--- src/rtl/ocram_arbiter_2p.sv ---
// ocram_arbiter_2p: shares a single-port 8192 x 16 on-chip RAM between two
// Avalon-MM masters. One access per cycle is granted combinationally; read
// data returns one cycle later, tagged to the master that issued the read.
// Optional feature macro: OCRAM_ARB_ROUND_ROBIN_EN (round-robin on contention;
// when undefined m0 has fixed priority).
module ocram_arbiter_2p #(
  parameter int ADDR_W = 13,
  parameter int DATA_W = 16,
  parameter int BE_W   = 2
) (
  input  logic              clk,
  input  logic              reset,
  input  logic [ADDR_W-1:0] m0_address,
  input  logic [BE_W-1:0]   m0_byteenable,
  input  logic              m0_read,
  input  logic              m0_write,
  input  logic [DATA_W-1:0] m0_writedata,
  output logic              m0_waitrequest,
  output logic [DATA_W-1:0] m0_readdata,
  output logic              m0_readdatavalid,
  input  logic [ADDR_W-1:0] m1_address,
  input  logic [BE_W-1:0]   m1_byteenable,
  input  logic              m1_read,
  input  logic              m1_write,
  input  logic [DATA_W-1:0] m1_writedata,
  output logic              m1_waitrequest,
  output logic [DATA_W-1:0] m1_readdata,
  output logic              m1_readdatavalid,
  output logic [ADDR_W-1:0] ram_address,
  output logic [BE_W-1:0]   ram_byteenable,
  output logic [DATA_W-1:0] ram_writedata,
  output logic              ram_chipselect,
  output logic              ram_write,
  output logic              ram_clken,
  input  logic [DATA_W-1:0] ram_readdata
);

  logic              rdy;
  logic              last_grant;
  logic              rd_pend;
  logic              rd_owner;
  logic [ADDR_W-1:0] hold_address;
  logic [BE_W-1:0]   hold_byteenable;
  logic [DATA_W-1:0] hold_writedata;

  logic              req0;
  logic              req1;
  logic              prefer_m1;
  logic              grant0;
  logic              grant1;
  logic              accept;
  logic              sel_write;
  logic [ADDR_W-1:0] sel_address;
  logic [BE_W-1:0]   sel_byteenable;
  logic [DATA_W-1:0] sel_writedata;

  assign req0 = m0_read | m0_write;
  assign req1 = m1_read | m1_write;

`ifdef OCRAM_ARB_ROUND_ROBIN_EN
  // On contention the master that did not win last time goes first.
  assign prefer_m1 = ~last_grant;
`else
  // Fixed priority: m0 always wins; last_grant is still tracked but never steers.
  assign prefer_m1 = last_grant & 1'b0;
`endif

  // Grant selection and RAM port drive; nothing is granted until rdy.
  always_comb begin
    grant0         = 1'b0;
    grant1         = 1'b0;
    if (rdy) begin
      if (req0 && req1) begin
        grant1 = prefer_m1;
        grant0 = ~prefer_m1;
      end else begin
        grant0 = req0;
        grant1 = req1;
      end
    end
    accept         = grant0 | grant1;
    sel_write      = grant1 ? m1_write : m0_write;
    sel_address    = grant1 ? m1_address : m0_address;
    sel_writedata  = grant1 ? m1_writedata : m0_writedata;
    // Reads always fetch the full word; byte lanes only matter for writes.
    sel_byteenable = sel_write ? (grant1 ? m1_byteenable : m0_byteenable) : {BE_W{1'b1}};

    ram_address    = accept ? sel_address    : hold_address;
    ram_byteenable = accept ? sel_byteenable : hold_byteenable;
    ram_writedata  = accept ? sel_writedata  : hold_writedata;
    ram_chipselect = accept;
    ram_write      = accept & sel_write;
    ram_clken      = rdy;

    m0_waitrequest = ~grant0;
    m1_waitrequest = ~grant1;
  end

  // Control state: ready flag, arbitration history and read-return tracking.
  always_ff @(posedge clk or posedge reset) begin
    if (reset) begin
      rdy        <= 1'b0;
      last_grant <= 1'b1;
      rd_pend    <= 1'b0;
      rd_owner   <= 1'b0;
    end else begin
      rdy     <= 1'b1;
      rd_pend <= accept & ~sel_write;
      if (accept) begin
        last_grant <= grant1;
      end
      if (accept && !sel_write) begin
        rd_owner <= grant1;
      end
    end
  end

  // RAM port values held while idle so the address bus does not toggle.
  always_ff @(posedge clk or posedge reset) begin
    if (reset) begin
      hold_address    <= '0;
      hold_byteenable <= '0;
      hold_writedata  <= '0;
    end else if (accept) begin
      hold_address    <= sel_address;
      hold_byteenable <= sel_byteenable;
      hold_writedata  <= sel_writedata;
    end
  end

  // Read data is broadcast; only the owner's valid strobe qualifies it.
  always_comb begin
    m0_readdata      = ram_readdata;
    m1_readdata      = ram_readdata;
    m0_readdatavalid = rd_pend & ~rd_owner;
    m1_readdatavalid = rd_pend &  rd_owner;
  end

endmodule

--- config.mk ---
export PLATFORM = sky130hd
export DESIGN_NAME = ocram_arbiter_2p
export DESIGN_NICKNAME = d
export VERILOG_FILES = /design/src/rtl/ocram_arbiter_2p.sv
export SDC_FILE = /design/constraint.sdc
export NUM_CORES = 1
export LEC_CHECK = 0
export CAP_MARGIN = 20
export CORE_ASPECT_RATIO = 1.25
export CORE_MARGIN = 2
export CORE_UTILIZATION = 33
export CTS_CLUSTER_SIZE = 25
export DETAILED_ROUTE_END_ITERATION = 8
export PLACE_DENSITY = 0.83
export SYNTH_ARGS = -nofsm -noshare
export SYNTH_HDL_FRONTEND = slang
export SYNTH_SLANG_ARGS = --single-unit
--- constraint.sdc ---
create_clock -name clk -period 1.85 [get_ports clk]
set_input_delay 0.185 -clock clk [delete_from_list [all_inputs] [get_ports clk]]
set_output_delay 0.185 -clock clk [all_outputs]
set_load 0.005 [all_outputs]
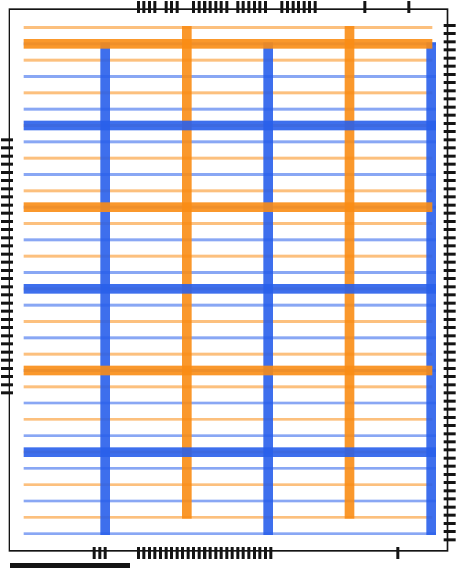
Run 1: supply network
Scale bar: 20 µm. Pins as bars on the die edge.
- VDD: orange
- VSS: blue
- met5 straps: 6
- rows: 31
- met4 straps: 5
Core Area: 5740 µm²
Die X: 72.8 µm
VDD IR max: 386 µV

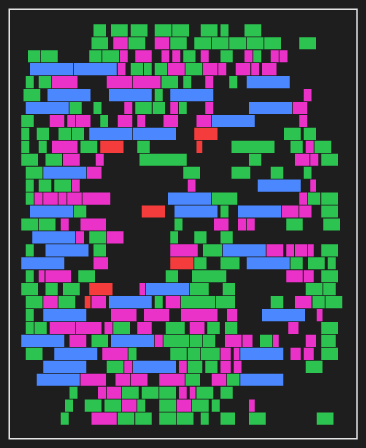
Run 1: cell classes on the final placement
- all other logic: magenta (cells 113; share of their area 28%)
- flip-flops: blue (cells 34; share of their area 26%)
- clock drivers and dummy loads: red (cells 7; share of their area 2.4%)
- other buffers and delay cells: green (cells 161; share of their area 43%)
Row Count: 31
Seq area share: 25.6%
Final Cell Area: 3330 µm²
final core occ: 58.0%

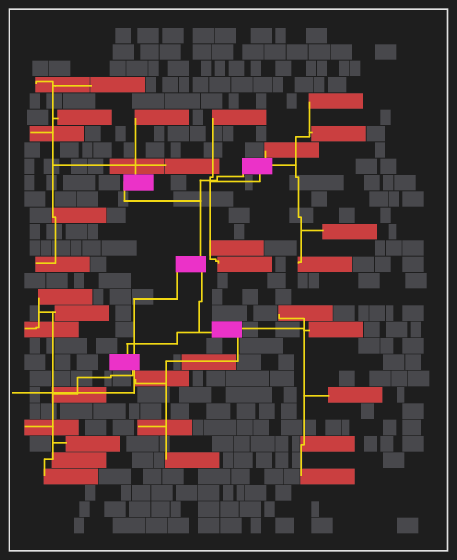
Run 1: clock network drawn from the DEF
- clock wires: yellow (length 436 µm)
- cells driving clock nets: magenta (count 5)
- flip-flops: red (count 34)
- flops lie: all over the die
- routed clock nets: 6
Clk pwr share: 24.1%
total clock network power: 0.499 mW
clock latency on the worst-skew pair: 270 ps
Setup Skew: 3.94 ps

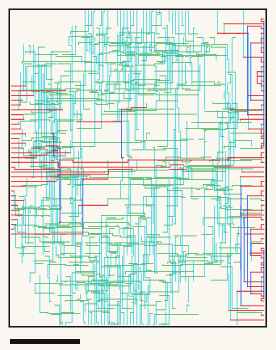
Run 1: metal layers overlaid
Scale bar: 20 µm.
- met2: cyan (wire length 3470 µm)
- met4: blue (wire length 239 µm)
- met3: red (wire length 632 µm)
- met1: green (wire length 2490 µm)
final WL: 6830 µm
Routed WL per cell: 17.9 µm
GRT Overall Usage: 20.5%
Vias: 1935

==> results.toml, run 1 <==
# generated from flow reports
[global_route]
overflow = 0

[layout]
biggestRegsByFlops = "hold_writedata x16, hold_address x13, hold_byteenable x2"
inv_count = 8
buffer_area_share_pct = 42.4
logic_area_um2 = 865

[outcome]
status = "finished, final reports clean"

[routing]
vias_per_cell = 5.08
drtPass1Iterations = 4
final_antenna_net_count = 0

[logic_synthesis]
ys_types = 26
synth_flops = 34
syn_area_um2 = 1950
edf_count = 0
top_area_cell = "dfrtp_1"
synth_cells = 194
ys_seq_share_pct = 43.6

[power_and_ir_drop]
p_per_area_nw_per_um2 = 622
power.total_mw = 2.07
cellLeakagePower_nw = 1.41

[critical_path]
r2r-end = "hold_writedata[11]"
cp-endpoint = "hold_writedata[11]"
slowest_delay_ps = 420
cp.required_ps = 2020
cp.arrival_ps = 1960

[clock_tree]
clock_tree.buffer_depth = 2
cts-root-buf = "clkbuf_8"

[run]
warnings = 28

[final_timing]
whs_ps = 294
finalHoldViolCount = 0

[die]
chip_area_um2 = 6550
pin_count = 154

[worst_hold_path]
worstHoldStart = "m0_write"
holdPathStages = 4

[placement]
numPortBuffers = 105
dpl-instance-area_um2 = 2960
--- run 2 (diff from run 1) ---
Settings changed: PLACE_DENSITY 0.83 to 0.9.
==> run 2 against run 1 <==
  * Sequential share of layout area is 1.9 points lower
  * Hold slack improved by 18 ps
  * Core utilization increased by 4.7 points
  * Worst setup slack got worse by 51 ps
  * Largest cell class unchanged
  * Combinational power rose by 12%
  * Clock skew shrank 1.1 ps
  * Sequential power up 0.5%
  * Design area is 8.0% higher
  * Via count grew 5.5%
==> results.toml, run 2 <==
# generated from flow reports
[clock_tree]
htreeDepth = 2
cts-root-buf = "clkbuf_8"
clock_sinks = 34
postCtsSetupRepairBufs = 28
clk-insertion-delay-late_ps = 280
clkTransAtPathRegs_ps = 80
clock_tree.buffer_depth = 2

[logic_synthesis]
synth_flops = 34
ys_types = 26
synth_cells = 194
top_area_cell = "dfrtp_1"
ys_seq_share_pct = 43.6
syn_nets = 278
edf_count = 0
syn_area_um2 = 1950

[critical_path]
cp.required_ps = 1660
cp.arrival_ps = 1650
slowest_stage = "dfrtp_2"
r2r_slack_ps = 40
reg2reg_from = "ram_clken"
cp-endpoint = "ram_byteenable[1]"
slowest_delay_ps = 450
r2r-end = "hold_writedata[12]"
worstSetupPathDepth = 6
criticalPathCategory = "register to output pin"
crit_start = "ram_clken"

[run]
warnings = 28

[routing]
drtPass1Iterations = 4
final_antenna_net_count = 0
vias_per_cell = 5.22

[die]
pin_count = 154
fp_util_pct = 34.0
die_w_um = 72.8
fp-row-count = 31
tapCellCount = 66
core_area_um2 = 5740
chip_area_um2 = 6550

[global_route]
overflow = 0

[final_timing]
finalHoldViolCount = 0
period_needed_ps = 1840
skew_ps = 2.83
whs_ps = 312
post-route-period-util_pct = 99.4

[layout]
inv_count = 8
biggestRegsByFlops = "hold_writedata x16, hold_address x13, hold_byteenable x2"
postLayoutCellArea_um2 = 3590
buffer_area_share_pct = 43.8
ff_latch_area_um2 = 852
logic_area_um2 = 928
seq_area_share_pct = 23.7
n_fill_cell = 476

[power_and_ir_drop]
p_clk_share_pct = 29.3
pwr-share-seq_pct = 36.9
ir_drop_uv = 567
p_per_area_nw_per_um2 = 653
power.total_mw = 2.35
cellLeakagePower_nw = 1.53
pg_clk_mw = 0.687
sw_frac_of_total_pct = 27.3

[placement]
dpl-instance-area_um2 = 3020
numPortBuffers = 105

[outcome]
status = "finished, final reports clean"
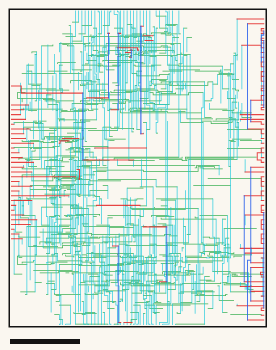
Run 2: metal layers overlaid
Scale bar: 20 µm.
- met4: blue (wire length 300 µm)
- met3: red (wire length 421 µm)
- met1: green (wire length 2710 µm)
- met2: cyan (wire length 4100 µm)
final WL: 7530 µm
Vias: 2041
Routed WL per cell: 19.3 µm
GRT Overall Usage: 22.3%

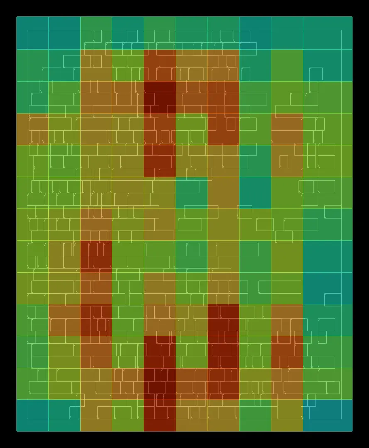
Run 2: routing congestion
routing usage on met2: 39.8%
final core occ: 62.6%
met3 Usage GRT: 4.37%
Top Usage Layer GRT: met2
met1 usage: 24.3%

--- run 3 (diff from run 2) ---
Settings changed: PLACE_DENSITY 0.9 to default, PLACE_DENSITY_LB_ADDON from default to 0.25.
==> run 3 against run 2 <==
  * Clock skew rose by 5.4 ps
  * Critical path type unchanged
  * Critical path depth is the same
  * Routed wire length shrank 21%
  * Non-clock buffer count decreased by 15
  * Cell count shrank 3.8%
  * Via count fell by 9.8%
  * Clock power fell by 18%
  * Flip-flop count did not move
  * Die size stayed put
  * Total power fell by 11%
==> results.toml, run 3 <==
# generated from flow reports
[outcome]
status = "finished, final reports clean"

[layout]
buffer_area_share_pct = 41.8
largestClassByArea = "buffers"
inv_count = 8
clkCellAreaFrac_pct = 2.82
logic_area_um2 = 831
ff_latch_area_um2 = 852
biggestRegsByFlops = "hold_writedata x16, hold_address x13, hold_byteenable x2"
n_fill_cell = 538

[critical_path]
end_kind = "output pin"
reg2reg_from = "ram_clken"
slowest_stage = "clkdlybuf4s50_1"
cp.arrival_ps = 1660
crit_start = "ram_clken"
reg2reg_depth = 11
worstSetupPathDepth = 6
criticalPathCategory = "register to output pin"
r2r-end = "hold_writedata[7]"
r2r_slack_ps = 60
cp-endpoint = "m1_waitrequest"
slowest_delay_ps = 500

[clock_tree]
clkTransAtPathRegs_ps = 70
htreeDepth = 2
clock_tree.buffer_depth = 2
clk-insertion-delay-late_ps = 280
cts-root-buf = "clkbuf_8"
clock_sinks = 34
postCtsSetupRepairBufs = 17

[final_timing]
skew_ps = 8.19
clock.fmax_ghz = 0.541
whs_ps = 310
finalHoldViolCount = 0
period_needed_ps = 1850
post-route-period-util_pct = 99.9

[die]
tapCellCount = 66
pin_count = 154
core_area_um2 = 5740
chip_area_um2 = 6550
die_w_um = 72.8
fp_util_pct = 34.0
fp-row-count = 31

[power_and_ir_drop]
pg_clk_mw = 0.561
power.total_mw = 2.09
pwr-share-seq_pct = 41.4
p_per_area_nw_per_um2 = 644
cellLeakagePower_nw = 1.38
sw_frac_of_total_pct = 26.5
p_clk_share_pct = 26.9

[logic_synthesis]
syn_area_um2 = 1950
ys_top_logic_family = "AND-OR/OR-AND gates"
syn_nets = 278
top_area_cell = "dfrtp_1"
synth_flops = 34
ys_types = 26
edf_count = 0
ys_seq_share_pct = 43.6

[global_route]
grt_use_total_pct = 17.6
met1_usage_pct = 20.1
top_usage_layer = "met2"
use_met2_pct = 30.8
grtUsageMet3_pct = 3.14
overflow = 0

[routing]
vias_per_cell = 4.90
drtPass1Iterations = 4
post_drt_wl_per_cell_um = 15.7
postRouteWirelength_um = 5910
drt_iter0_drc = 40
final_antenna_net_count = 0
vias = 1841

[worst_hold_path]
min_path_type = "input port to async pin"

[run]
warnings = 28

[placement]
dpl-instance-area_um2 = 3030
numPortBuffers = 105
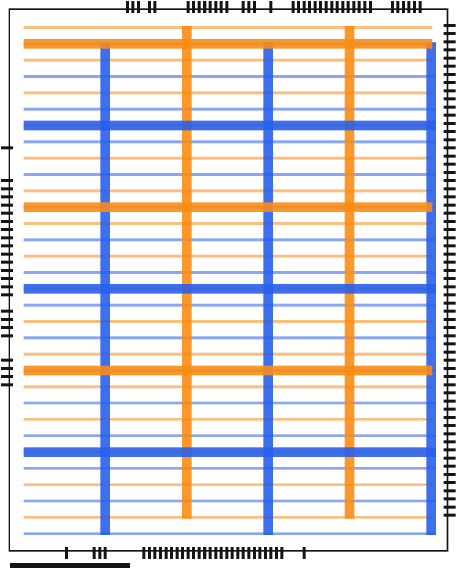
Run 3: supply network
Scale bar: 20 µm. Pins as bars on the die edge.
- VSS: blue
- VDD: orange
- met5 straps: 6
- rows: 31
Die Y: 90.0 µm
VDD IR max: 402 µV

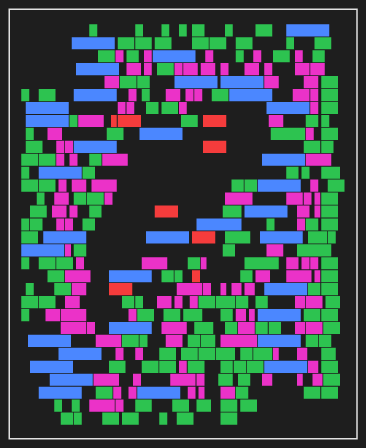
Run 3: cell classes on the final placement
- flip-flops: blue (cells 34; share of their area 27%)
- other buffers and delay cells: green (cells 155; share of their area 43%)
- clock drivers and dummy loads: red (cells 8; share of their area 2.9%)
- all other logic: magenta (cells 113; share of their area 27%)
Seq area share: 26.3%
Final Cell Area: 3240 µm²
final core occ: 56.4%

Power is estimated from default activity; no workload was simulated.
